### config.mk
export PLATFORM = sky130hd
export DESIGN_NAME = piso8_tx
export DESIGN_NICKNAME = d
export VERILOG_FILES = /design/src/rtl/piso8_tx.sv
export SDC_FILE = /design/constraint.sdc
export NUM_CORES = 1
export LEC_CHECK = 0
export CAP_MARGIN = 20
export CELL_PAD_IN_SITES_DETAIL_PLACEMENT = 1
export CELL_PAD_IN_SITES_GLOBAL_PLACEMENT = 2
export CORE_ASPECT_RATIO = 0.5
export CORE_MARGIN = 2
export CORE_UTILIZATION = 32
export CTS_CLUSTER_SIZE = 24
export DETAILED_ROUTE_END_ITERATION = 16
export GPL_ROUTABILITY_DRIVEN = 0
export MAX_ROUTING_LAYER = met4
export PLACE_DENSITY_LB_ADDON = 0.15
export SLEW_MARGIN = 25
export SYNTH_ARGS = -nofsm -noshare
export SYNTH_HDL_FRONTEND = slang
export SYNTH_SLANG_ARGS = --single-unit
### constraint.sdc
create_clock -name clk -period 1.9 [get_ports clk]
set_input_delay 0.19 -clock clk [delete_from_list [all_inputs] [get_ports clk]]
set_output_delay 0.19 -clock clk [all_outputs]
set_load 0.005 [all_outputs]
### src/rtl/piso8_tx.sv
// piso8_tx: valid/ready parallel-in, MSB-first serial-out transmitter with a one-word hold buffer.
// Optional feature macro PISO8_TX_PARITY_EN appends an even-parity bit to every frame.
`default_nettype none

module piso8_tx #(
   parameter int WIDTH = 8
) (
   input  logic             clk,
   input  logic             rst_n,
   input  logic [WIDTH-1:0] din,
   input  logic             din_valid,
   output logic             din_ready,
   output logic             out,
   output logic             out_valid,
   output logic             out_last,
   output logic             busy
);

`ifdef PISO8_TX_PARITY_EN
   localparam int C_FRAME = WIDTH + 1;
`else
   localparam int C_FRAME = WIDTH;
`endif
   localparam int            C_CW       = $clog2(WIDTH + 2);
   localparam logic [C_CW-1:0] C_CNT_LOAD = C_CW'(C_FRAME - 1);
   localparam logic [C_CW-1:0] C_CNT_ONE  = C_CW'(1);

   typedef enum logic [0:0] {
      S_IDLE  = 1'b0,
      S_SHIFT = 1'b1
   } state_t;

   state_t           r_state, w_state_nx;
   logic [WIDTH-1:0] r_sh, w_sh_nx;
   logic [WIDTH-1:0] r_hold, w_hold_nx;
   logic [C_CW-1:0]  r_cnt, w_cnt_nx;
   logic             r_hold_full, w_hold_full_nx;
   logic             r_out, w_out_nx;
   logic             r_out_valid, w_out_valid_nx;
   logic             r_out_last, w_out_last_nx;
   logic             w_accept;
   logic             w_load;
   logic [WIDTH-1:0] w_load_word;
`ifdef PISO8_TX_PARITY_EN
   logic             r_par, w_par_nx;
`endif

   always_comb begin
      w_accept        = din_valid && !r_hold_full;
      w_state_nx      = r_state;
      w_sh_nx         = r_sh;
      w_hold_nx       = r_hold;
      w_cnt_nx        = r_cnt;
      w_hold_full_nx  = r_hold_full;
      w_out_nx        = r_out;
      w_out_valid_nx  = r_out_valid;
      w_out_last_nx   = r_out_last;
      w_load          = 1'b0;
      w_load_word     = din;
`ifdef PISO8_TX_PARITY_EN
      w_par_nx        = r_par;
`endif
      case (r_state)
         S_IDLE: begin
            if (w_accept) begin
               w_load = 1'b1;
            end
         end
         S_SHIFT: begin
            if (r_cnt == '0) begin
               // Last bit on the wire: chain the next word in without a gap if one is available.
               if (r_hold_full) begin
                  w_load         = 1'b1;
                  w_load_word    = r_hold;
                  w_hold_full_nx = 1'b0;
               end else if (w_accept) begin
                  w_load = 1'b1;
               end else begin
                  w_state_nx     = S_IDLE;
                  w_out_nx       = 1'b0;
                  w_out_valid_nx = 1'b0;
                  w_out_last_nx  = 1'b0;
               end
            end else begin
               w_sh_nx       = r_sh << 1;
               w_cnt_nx      = r_cnt - 1'b1;
               w_out_nx      = r_sh[WIDTH-2];
               w_out_last_nx = (r_cnt == C_CNT_ONE);
`ifdef PISO8_TX_PARITY_EN
               if (r_cnt == C_CNT_ONE) begin
                  w_out_nx = r_par;
               end
`endif
               if (w_accept) begin
                  w_hold_nx      = din;
                  w_hold_full_nx = 1'b1;
               end
            end
         end
         default: begin
            w_state_nx = S_IDLE;
         end
      endcase

      if (w_load) begin
         w_state_nx     = S_SHIFT;
         w_sh_nx        = w_load_word;
         w_cnt_nx       = C_CNT_LOAD;
         w_out_nx       = w_load_word[WIDTH-1];
         w_out_valid_nx = 1'b1;
         w_out_last_nx  = 1'b0;
`ifdef PISO8_TX_PARITY_EN
         w_par_nx       = ^w_load_word;
`endif
      end
   end

   always_ff @(posedge clk or negedge rst_n) begin
      if (!rst_n) begin
         r_state     <= S_IDLE;
         r_sh        <= '0;
         r_hold      <= '0;
         r_cnt       <= '0;
         r_hold_full <= 1'b0;
         r_out       <= 1'b0;
         r_out_valid <= 1'b0;
         r_out_last  <= 1'b0;
`ifdef PISO8_TX_PARITY_EN
         r_par       <= 1'b0;
`endif
      end else begin
         r_state     <= w_state_nx;
         r_sh        <= w_sh_nx;
         r_hold      <= w_hold_nx;
         r_cnt       <= w_cnt_nx;
         r_hold_full <= w_hold_full_nx;
         r_out       <= w_out_nx;
         r_out_valid <= w_out_valid_nx;
         r_out_last  <= w_out_last_nx;
`ifdef PISO8_TX_PARITY_EN
         r_par       <= w_par_nx;
`endif
      end
   end

   assign din_ready = !r_hold_full;
   assign out       = r_out;
   assign out_valid = r_out_valid;
   assign out_last  = r_out_last;
   assign busy      = (r_state == S_SHIFT) || r_hold_full;

endmodule

`default_nettype wire
Floorplan with the power grid:
The bar under the picture is 20 um long. Pins as bars on the die edge.
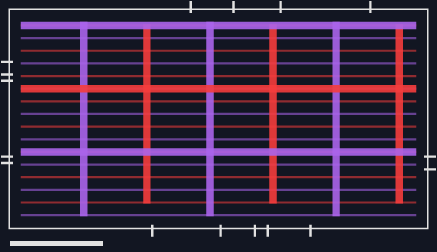
- VDD: red
- VSS: purple
- met4 straps: 6
- rows: 15
- signal pins: 16
- met1 rails: 16
die outline height: 46.8 um
die x size: 89.7 um

Cell classes on the final placement:
Fill, decap, tap and diode cells in grey.
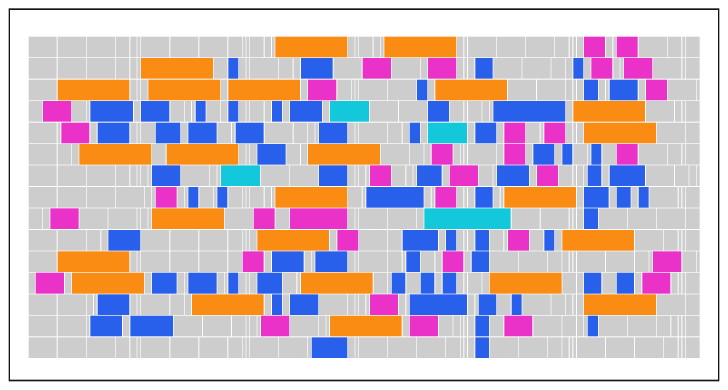
- other buffers and delay cells: magenta (cells 34; share of their area 20%)
- clock drivers and dummy loads: cyan (cells 4; share of their area 4.6%)
- flops: orange (cells 24; share of their area 39%)
- combinational and other logic: blue (cells 70; share of their area 36%)

==> qor.csv <==
stage,metric,value,unit
power,cellLeakagePower,0.714,nW
finish,final_net_count,146,
sta,setup_violations,1,
run_status,violations,negative setup slack,
detailed_routing,detail-route-antenna-nets,0,
cts,cts_resized,5,
cts,clock.latency.late_pin,270,ps
logic_synthesis,ys_sh_aoi,0.145,
finish,final_area,0.00160,mm^2
finish,register_area,601,um^2
power,ir_drop,0.393,mV
finish,final_common_cell,dfrtp_1,
run_status,status,"finished, violations left",
die,well_tap_count,51,
die,core_area,0.00347,mm^2
global_route,groute.layer.met1.usage,0.192,
logic_synthesis,syn_area,0.00117,mm^2
sta,setup-tns-final,-5.87,ps
global_route,grt_util_met3,0.0492,
logic_synthesis,synth_top_cell_by_area,dfrtp_1,
global_route,grtUsageMet2,0.263,
global_route,initial_antenna_violation_count,0,
critical_path,timing.critical_path.max_delay_family,simple AND/OR/NAND/NOR gates,
finish,largest_register_ffs,8,
power,powerComb,0.00115,W
logic_synthesis,yosysSeqAreaShare,0.511,
sta,timing.final.ws_setup,-5.87,ps
cts,holdBufCountCts,0,
sta,maxSlewViolCount,0,
detailed_routing,avgViaCountPerCell,4.81,
critical_path,critPathBufInv,1,
logic_synthesis,synth.area.top_cells,"dfrtp_1 51%, mux2_2 5.8%, mux2i_1 5.1%",
power,power.total,0.00252,W
global_route,top_usage_layer,met2,
die,fp-row-count,15,
sta,hold-worst-slack,273,ps
sta,final_hold_viol_count,0,
logic_synthesis,ys_seq_elements,24,
placed_design,placed_instance_count,176,
logic_synthesis,top_area_frac,0.511,
cts,cts_num_sinks,24,
detailed_routing,firstDrtPassIters,4,
finish,clockNetworkAreaShare,0.0445,
finish,final-comb-area,523,um^2
placed_design,post_dp_area,0.00149,mm^2
logic_synthesis,synth.top_cells.by_count,"24 x dfrtp_1, 10 x inv_1, 6 x mux2_2, 6 x mux2i_1",
cts,cts.htree.levels,1,
Power figures rest on the tool's default switching activity, not on a simulated workload.
